==> config.mk <==
export PLATFORM = sky130hd
export DESIGN_NAME = hit_scheduler
export DESIGN_NICKNAME = d
export VERILOG_FILES = /design/src/rtl/hit_scheduler.sv
export SDC_FILE = /design/constraint.sdc
export NUM_CORES = 1
export LEC_CHECK = 0
export ABC_AREA = 1
export CORE_MARGIN = 10
export CORE_UTILIZATION = 50
export DETAILED_ROUTE_END_ITERATION = 6
export GPL_TIMING_DRIVEN = 0
export PLACE_DENSITY_LB_ADDON = 0.2
export SETUP_SLACK_MARGIN = 0.15
export SYNTH_ARGS = -nofsm -noshare
export SYNTH_HDL_FRONTEND = slang
export SYNTH_SLANG_ARGS = --single-unit
==> constraint.sdc <==
create_clock -name clk -period 4.4 [get_ports clk]
set_clock_uncertainty 0.2 [all_clocks]
set_input_delay 0.88 -clock clk [delete_from_list [all_inputs] [get_ports clk]]
set_output_delay 0.88 -clock clk [all_outputs]
set_load 0.02 [all_outputs]
Figure 1. Sizing map (run 1).
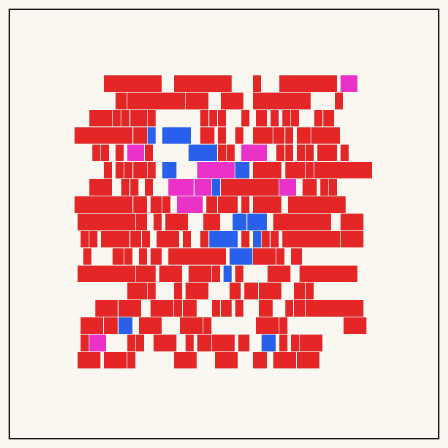
| colour | size | cells | share |
|---|---|---|---|
| magenta | drive 3 to 4 | 9 | 5.0% |
| red | drive 1 or less | 158 | 87% |
| blue | drive 2 | 14 | 7.7% |
count of non-CTS buffers in the layout: 33
worst setup slack after layout: 1.553 ns
finished layout cell area: 1496 um^2

Figure 2. Wires at chosen ports, followed through buffers (run 1).
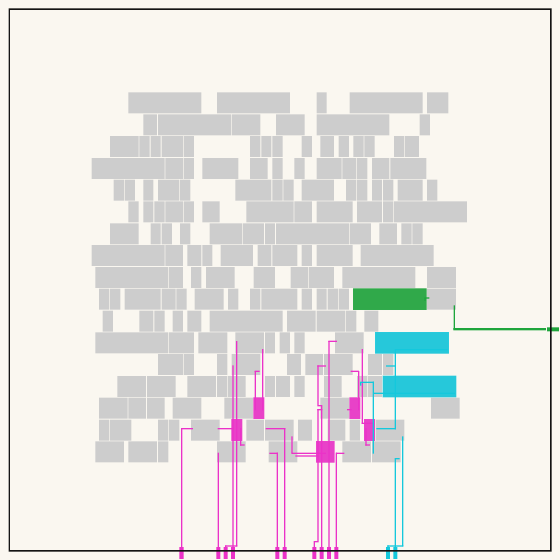
| colour | port | bits | direction | edge | end cells | buffers | wire |
|---|---|---|---|---|---|---|---|
| green | round_rst | 1 | output | right | 1 | 1 | 15.0 um |
| cyan | winner | 2 | output | bottom | 2 | 2 | 67.7 um |
| magenta | hp_cat | 10 | input | bottom | 5 | 10 | 235 um |
PortBufs: 31
num ports: 34

Figure 3. Routing congestion (run 1).
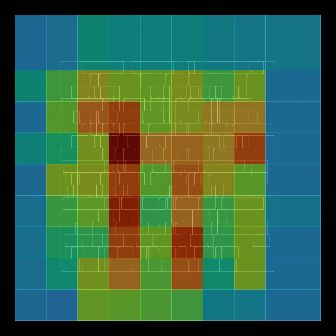
Final Core Density: 0.6897
GR met1 Demand/Resource: 0.1308
wire per inst: 13.35 um
met3 Resource Use GR: 0.04298
most congested layer reported by global routing: met2

==> run notes, run 1 <==
Status
* finished clean — outcome

CTS
* 1 — number of levels the H-tree was split into
* 17 — number of sinks driven by the clock tree
* clkbuf_4 — Clock Root Buffer
* 0.29 ns — clock latency of the later-clocked register in the worst-skew pair
* 3 — cts bufs inserted
* 2 — Bufs on Longest Clock Path
* 0 — number of setup buffers added after CTS
* 0 — CTS resizes
* 0 — cts hold-fix bufs
* 0.10 ns — clock-pin slew on the worst setup and hold paths
* yes — clock tree from TritonCTS

Timing
* 0 — final setup violation count
* 0.3512 GHz — maximum clock frequency
* 0.7690 ns — pin slew with the least headroom to its limit
* 0 ns — sum of negative setup slack
* 2.847 ns — minimum clock period
* 0 — count of final max-slew check failures
* no — setup repair after global routing missed its margin
* 0.6471 — period utilisation layout
* 0.4857 — Worst slew margin
* 0 — Final Hold Vio Count

Synthesis
* 0 — Ys Warns
* 7.732 um^2 — post-synthesis average cell area
* dfrtp_1 (38%), nand2_1 (9.7%), inv_1 (6.7%) — cell types with the largest area share after synthesis
* 17 — number of storage elements in the synthesis netlist
* 0.3795 — proportion of synthesized chip area in sequential cells
* 1121 um^2 — area of the mapped netlist
* 0.3795 — area share, top type
* 145 — yosys stat cell total
* 1121 um^2 — chip area from the yosys synthesis statistics
* 28 — number of unique standard cell types used by synthesis
* 145 — number of instances in the synthesized netlist
* dfrtp_1 — Synth area leader

Critical path
* 2.38 ns — setup slack of the worst register-to-register path
* 1.77 ns — WP data arrival
* 0.67 ns — slowest stage delay, CP
* reg2out — startpoint-to-endpoint class of the critical path
* inv_1 -> ha_1 -> clkdlybuf4s50_1 — ordered list of cells on the worst path
* 10 — worst r2r path cells
* 3.32 ns — Worst EP required
* buffers and inverters — delay-heaviest family, CP
* 2 — buffer-and-inverter tally for the worst setup path
* 3 — number of logic stages on the critical path including buffering
* flop — Setup crit start kind
* 7 — critical path fanouts, max
* clkdlybuf4s50_1 — critical path's slowest cell
* output pin — kind of end point of the critical path

Final layout
* 212 — nets@finish
* multi-input combinational cells — Biggest Area Class
* 103 — number of multi-input logic gates
* 594.3 um^2 — Comb gate area
* 0.1271 — proportion of layout cells with a drive suffix above 1
* 0.3972 — logic gate fraction of the total cell area
* 0.2174 — Data buffer area share
* 206 — number of inserted filler cells in the final layout
* clkdlybuf4s50_1 — most frequent logic cell in the layout
* 425.4 um^2 — sequential cell area in the final layout
* 33.48% — Area growth syn-to-layout
* clkdlybuf4s50_1 (31), nand2_1 (29), inv_1 (20) — dominant logic cell types in the final layout
* 17 — Flops
* 4 — total of clock buffers placed in the layout
* 0.2843 — share of cell area taken by flip-flops and latches
* 24 — Inverters, non-clock
* 0 — number of antenna repair diodes
* 0.01756 — clock network area share

Detailed routing
* 1022 — routed vias
* 0 — number of remaining DRC errors
* 4 — number of detailed-routing iterations run before antenna repair
* 0 — tally of nets with antenna violations remaining after routing
* 2.791 mm — Routed Wire Length
* 32 — DRT iter0 DRCs
* 4.890 — post-DR vias/cell

Placement
* 0.7860 — Placer Congestion
* 2.256 mm — dpl hpwl
* 1470 um^2 — standard cell area after detailed placement

Power and ir drop
* 0.4711 mW — cell internal power dissipation
* 0.4933 — Sw Share
* 621.3 nW/um^2 — power per cell area
* 0.7202 nW — Static Leakage
* 0.5168 mV — maximum resistive drop on vdd
* 0.263 — sequential cell fraction of total power
* 0.4586 mW — Switch Pwr
* 0.091 — clock share of power
* 0.647 — Gate power share

Die
* 28 — count of inserted tapcells
* 4536 um^2 — total die size
* 67.35 um — vertical extent of the die
* 0.5167 — FP Util
* 2170 um^2 — total core area
* 67.35 um — Die X-Extent
* 17 — Placement Rows

Global routing
* 18 — largest net degree at the start of global routing
* 0 — number of antenna violations at the first check in global routing
* 0 — total congestion overflow after global routing
* 4.678 mm — first-pass GRT wire length
* 1107 — number of global-route vias before repair
* 0.1325 — total routing resource utilization after global routing

Job
* 27 — tally of OpenROAD warnings
* 0 — max capacitance violation total

Worst hold path
* reg2reg — worst hold path type
* 2 — hold-critical path depth

run 1: power groups by stage:
stage / clock (mW) / sequential (mW) / combinational, mW
6_report: 0.0842 / 0.244 / 0.601
5_1_grt: 0.0922 / 0.249 / 0.674
4_1_cts: 0.0858 / 0.243 / 0.601
3_5_place_dp: 0 / 0.246 / 0.591
3_3_place_gp: 0 / 0.243 / 0.568
2_1_floorplan: 0 / 0.247 / 0.453
run 1: cell families (layout without fill, tap and decap cells):
group | after synthesis | after routing | synth area share
simple gates | 78 | 78 | 0.3493
buf+inv | 26 | 61 | 0.09374
flops | 17 | 17 | 0.3795
compound gates | 13 | 13 | 0.08260
xor+xnor | 6 | 6 | 0.04687
fa+ha+maj | 4 | 4 | 0.04464
other cells | 1 | 2 | 0.003345
run 1: synth_stat cells, drive strengths merged:
cell and n:
inv 24, nand3 7, or2 3, o21ai 8, nand4 9, conb 1
and2 2, a21oi 2, dfrtp 17, buf 2, xor2 4, ha 4
nor2 20, nor3 2, nand2 35, xnor2 2, a22oi 1, a211oi 1
o211ai 1
run 1: through the flow:
step           cells  hold WS [ns]  setup WS [ns]  power (mW)
2_1_floorplan    146        0.2848          2.261      0.6995
3_3_place_gp     205        0.3025          1.760      0.8114
3_5_place_dp     205        0.3219          1.732      0.8374
4_1_cts          209        0.3432          1.550      0.9299
5_1_grt          209        0.3785          1.481       1.015
6_report         209        0.3363          1.553      0.9298
run 1: metal layers:
layer,vias up,wire length (um),GRT usage
li1,529,-,-
met1,472,1036,0.1308
met2,17,1606,0.2559
met3,4,107,0.04298
met4,0,40,0.03846
met5,-,0,0
run 1: worst min-delay path, cell delays in order, from the launching register on:
cell and delay, ns:
dfrtp_1 0.36, nand4_1 0.08, nand2_1 0.06
## Run 2: what changed since run 1
CORE_UTILIZATION = 42   (was 50)
clock period = 2.6 ns   (was 4.4 ns; I/O delays follow)
Figure 4. Sizing map (run 2).
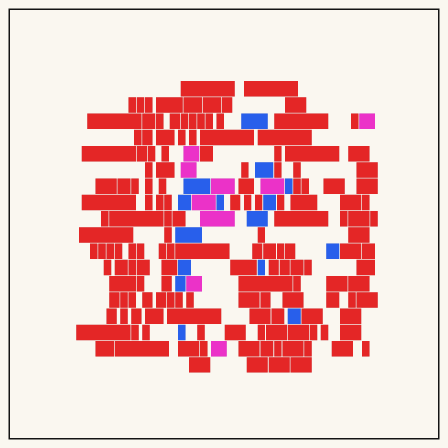
| colour | size | cells | share |
|---|---|---|---|
| magenta | drive 3 to 4 | 9 | 5.0% |
| blue | drive 2 | 15 | 8.3% |
| red | drive 1 or less | 157 | 87% |
worst setup slack after layout: 0.4212 ns
Area growth syn-to-layout: 33.71%
finished layout cell area: 1499 um^2

Figure 5. Wire density map (run 2).
Bar = 20 um. The die is cut into 14 by 14 equal tiles; dark purple is low, yellow is high, scaled to the fullest tile. Values are wire area over tile area, all layers added.
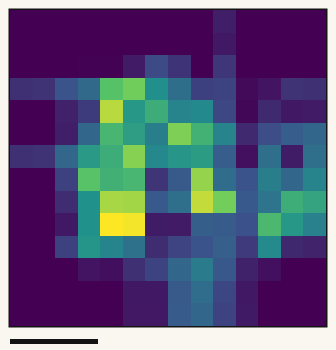
tiles over half the peak: 15%
emptiest ninth of the die: upper right
mean over tiles: 0.085
wire per inst: 12.71 um
Routed Wire Length: 2.682 mm
total routing resource utilization after global routing: 0.1026

Figure 6. Routing congestion (run 2).
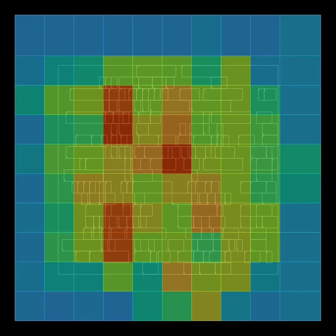
Final Core Density: 0.5942
met2 track utilization from global routing: 0.1971
GR met1 Demand/Resource: 0.1019

==> run notes, run 2 <==
Critical path
* 10 — worst r2r path cells, unchanged
* output pin — kind of end point of the critical path
* 2 — buffer-and-inverter tally for the worst setup path, unchanged
* 0.43 ns — slowest stage delay, CP, -0.24 ns
* buffers and inverters — delay-heaviest family, CP
* 1.88 ns — Worst EP required, -1.44 ns
* 1.46 ns — WP data arrival, -0.31 ns
* inv_1 -> ha_1 -> dlygate4sd2_1 — ordered list of cells on the worst path
* 3 — number of logic stages on the critical path including buffering, unchanged
* flop — Setup crit start kind
* 0.58 ns — setup slack of the worst register-to-register path, -1.80 ns

Synthesis
* 145 — yosys stat cell total, unchanged
* 7.732 um^2 — post-synthesis average cell area, unchanged
* nand2_1 — most frequent cell after synthesis
* 1121 um^2 — chip area from the yosys synthesis statistics, unchanged
* 17 — number of storage elements in the synthesis netlist, unchanged
* 1121 um^2 — area of the mapped netlist, unchanged
* 0.04688 — XOR/XNOR share of the synthesized area, unchanged
* 0 — Ys Warns, unchanged
* nand2_1 (29), inv_1 (20), nor2_1 (18) — most common library cells after synthesis
* dfrtp_1 — Synth area leader
* 0.08259 — compound-cell area share of the yosys netlist, unchanged
* 0 — fraction of synthesized area in multiplexers, unchanged
* 1.000 — share of async-settable or async-resettable flops after synthesis, unchanged
* 0.3795 — area share, top type, unchanged
* 0.04464 — adder-cell share of the synthesized area, unchanged
* simple AND/OR/NAND/NOR gates — dominant combinational cell family by area after synthesis
* 0 — EDFF count, synth, unchanged
* 28 — number of unique standard cell types used by synthesis, unchanged
* 0.3493 — simple-gate share of the synthesized area, unchanged

Detailed routing
* 0 — number of remaining DRC errors, unchanged
* 1.049 mm — detailed-routing wirelength on met1, +1.3%
* met4 — highest metal layer with signal wires
* 1040 — routed vias, +1.8%
* 0 — tally of nets with antenna violations remaining after routing, unchanged
* 56 — DRT iter0 DRCs, +75%
* 209 um — WL met3, +95%
* 4 — number of detailed-routing iterations run before antenna repair, unchanged
* 4.929 — post-DR vias/cell, +0.80%

Power and ir drop
* 0.639 — Gate power share, -0.008
* 0.7905 mW — cell internal power dissipation, +68%
* 0.414 mW — reported sequential group power, +70%
* 0.144 mW — clock network power, +71%
* 0.268 — sequential cell fraction of total power, +0.005
* combinational logic — Leading power group
* 0.6386 mV — maximum resistive drop on vdd, +24%
* 0.7271 nW — Static Leakage, +0.96%
* 0.7526 mW — Switch Pwr, +64%
* 0.093 — clock share of power, +0.002
* 0.986 mW — Comb group, +64%
* 0.4877 — Sw Share, -0.005580

Global routing
* 4.443 mm — first-pass GRT wire length, -5.0%
* 1009 — number of global-route vias before repair, -8.9%
* 18 — largest net degree at the start of global routing, unchanged
* 0 — total congestion overflow after global routing, unchanged
* 0 — number of antenna violations at the first check in global routing, unchanged

Placement
* 0.7908 — Placer Congestion, +0.61%
* 2.202 mm — dpl hpwl, -2.4%
* 31 — PortBufs, unchanged

Die
* 71.67 um — Die X-Extent, +6.4%
* 0.4444 — FP Util, -0.07228
* 5136 um^2 — total die size, +13%
* 2522 um^2 — total core area, +16%
* 34 — num ports, unchanged
* 71.67 um — vertical extent of the die, +6.4%
* 18 — Placement Rows, +1

Final layout
* clkdlybuf4s50_1 — most frequent logic cell in the layout
* 0 — number of antenna repair diodes, unchanged
* 0.1326 — proportion of layout cells with a drive suffix above 1, +0.005525
* clkdlybuf4s50_1 (30), nand2_1 (29), inv_1 (20) — dominant logic cell types in the final layout
* 212 — nets@finish, unchanged

Worst hold path
* reg2reg — worst hold path type

Timing
* 0.4590 GHz — maximum clock frequency
* 2.179 ns — minimum clock period
* 0.4712 — Worst slew margin, -0.01453
* 0 ns — sum of negative setup slack, unchanged
* no — setup repair after global routing missed its margin
* 0 — Final Hold Vio Count, unchanged
* 0.7908 ns — pin slew with the least headroom to its limit, +0.02172 ns
* 0 — count of final max-slew check failures, unchanged
* 0.8380 — period utilisation layout

CTS
* 2 — Bufs on Longest Clock Path, unchanged
* 0.10 ns — clock-pin slew on the worst setup and hold paths, about the same
* 17 — number of sinks driven by the clock tree, unchanged
* 0 — cts hold-fix bufs, unchanged
* yes — clock tree from TritonCTS
* 0.29 ns — clock latency of the later-clocked register in the worst-skew pair, about the same

Job
* 27 — tally of OpenROAD warnings, unchanged
* 0 — max capacitance violation total, unchanged

Status
* finished clean — outcome

-- run 2: cell types whose count changed in the layout (fill, tap and decap cells not counted) --
cell	delta
clkdlybuf4s50_1	-1
dlygate4sd2_1	+1
clkinv_2	+1
clkbuf_1	-1
-- run 2: area by class of cell --
cell class / instances / area, um^2
inverters: 24 / 90.09
fillers: 239 / 1023
repair buffers: 31 / 309.0
multi-input cells: 103 / 594.3
plain buffers: 2 / 15.01
flip-flops and latches: 17 / 425.4
well taps: 30 / 37.54
clock inverters: 1 / 5.005
clock buffers: 3 / 22.52
-- run 2: through the flow --
stage	util	total power [mW]	cell area [um^2]	std cells	hold WS, ns
after floorplan	-	1.184	1125	146	0.02441
after global placement	0.5838	1.374	1473	207	0.2974
after detailed placement	0.5838	1.410	1473	207	0.3143
after CTS	0.5942	1.555	1499	211	0.3388
after global routing	0.5942	1.704	1499	211	0.3705
final	0.5942	1.543	1499	211	0.3345
-- run 2: cell families after synthesis --
family	after synthesis
buffers and inverters	26
xor gates and xnor gates	6
other	1
DFF	17
adders and majority gates	4
AOI/OAI and AO/OA	13
and+or+nand+nor	78
-- run 2: per-layer routing --
layer / track usage / vias up
met2: 0.1971 / 26
met3: 0.03444 / 4
li1: - / 528
met5: 0 / -
met1: 0.1019 / 482
met4: 0.02581 / 0
-- run 2: worst register-to-register path, stage by stage, from the launching register on --
cell and delay, ns:
dfrtp_1 0.42, inv_1 0.06, ha_1 0.31, inv_2 0.10, nor2_1 0.08, a22oi_2 0.36, nand2_4 0.11, nand2_4 0.12
nor2_1 0.05, nand2_1 0.06, nand2_1 0.05
-- run 2: timing repair --
item,in CTS,in global routing
resized,1,0
endpoints found under the setup margin,1,0
buffers inserted,0,0
Power and IR drop assume default switching activity.
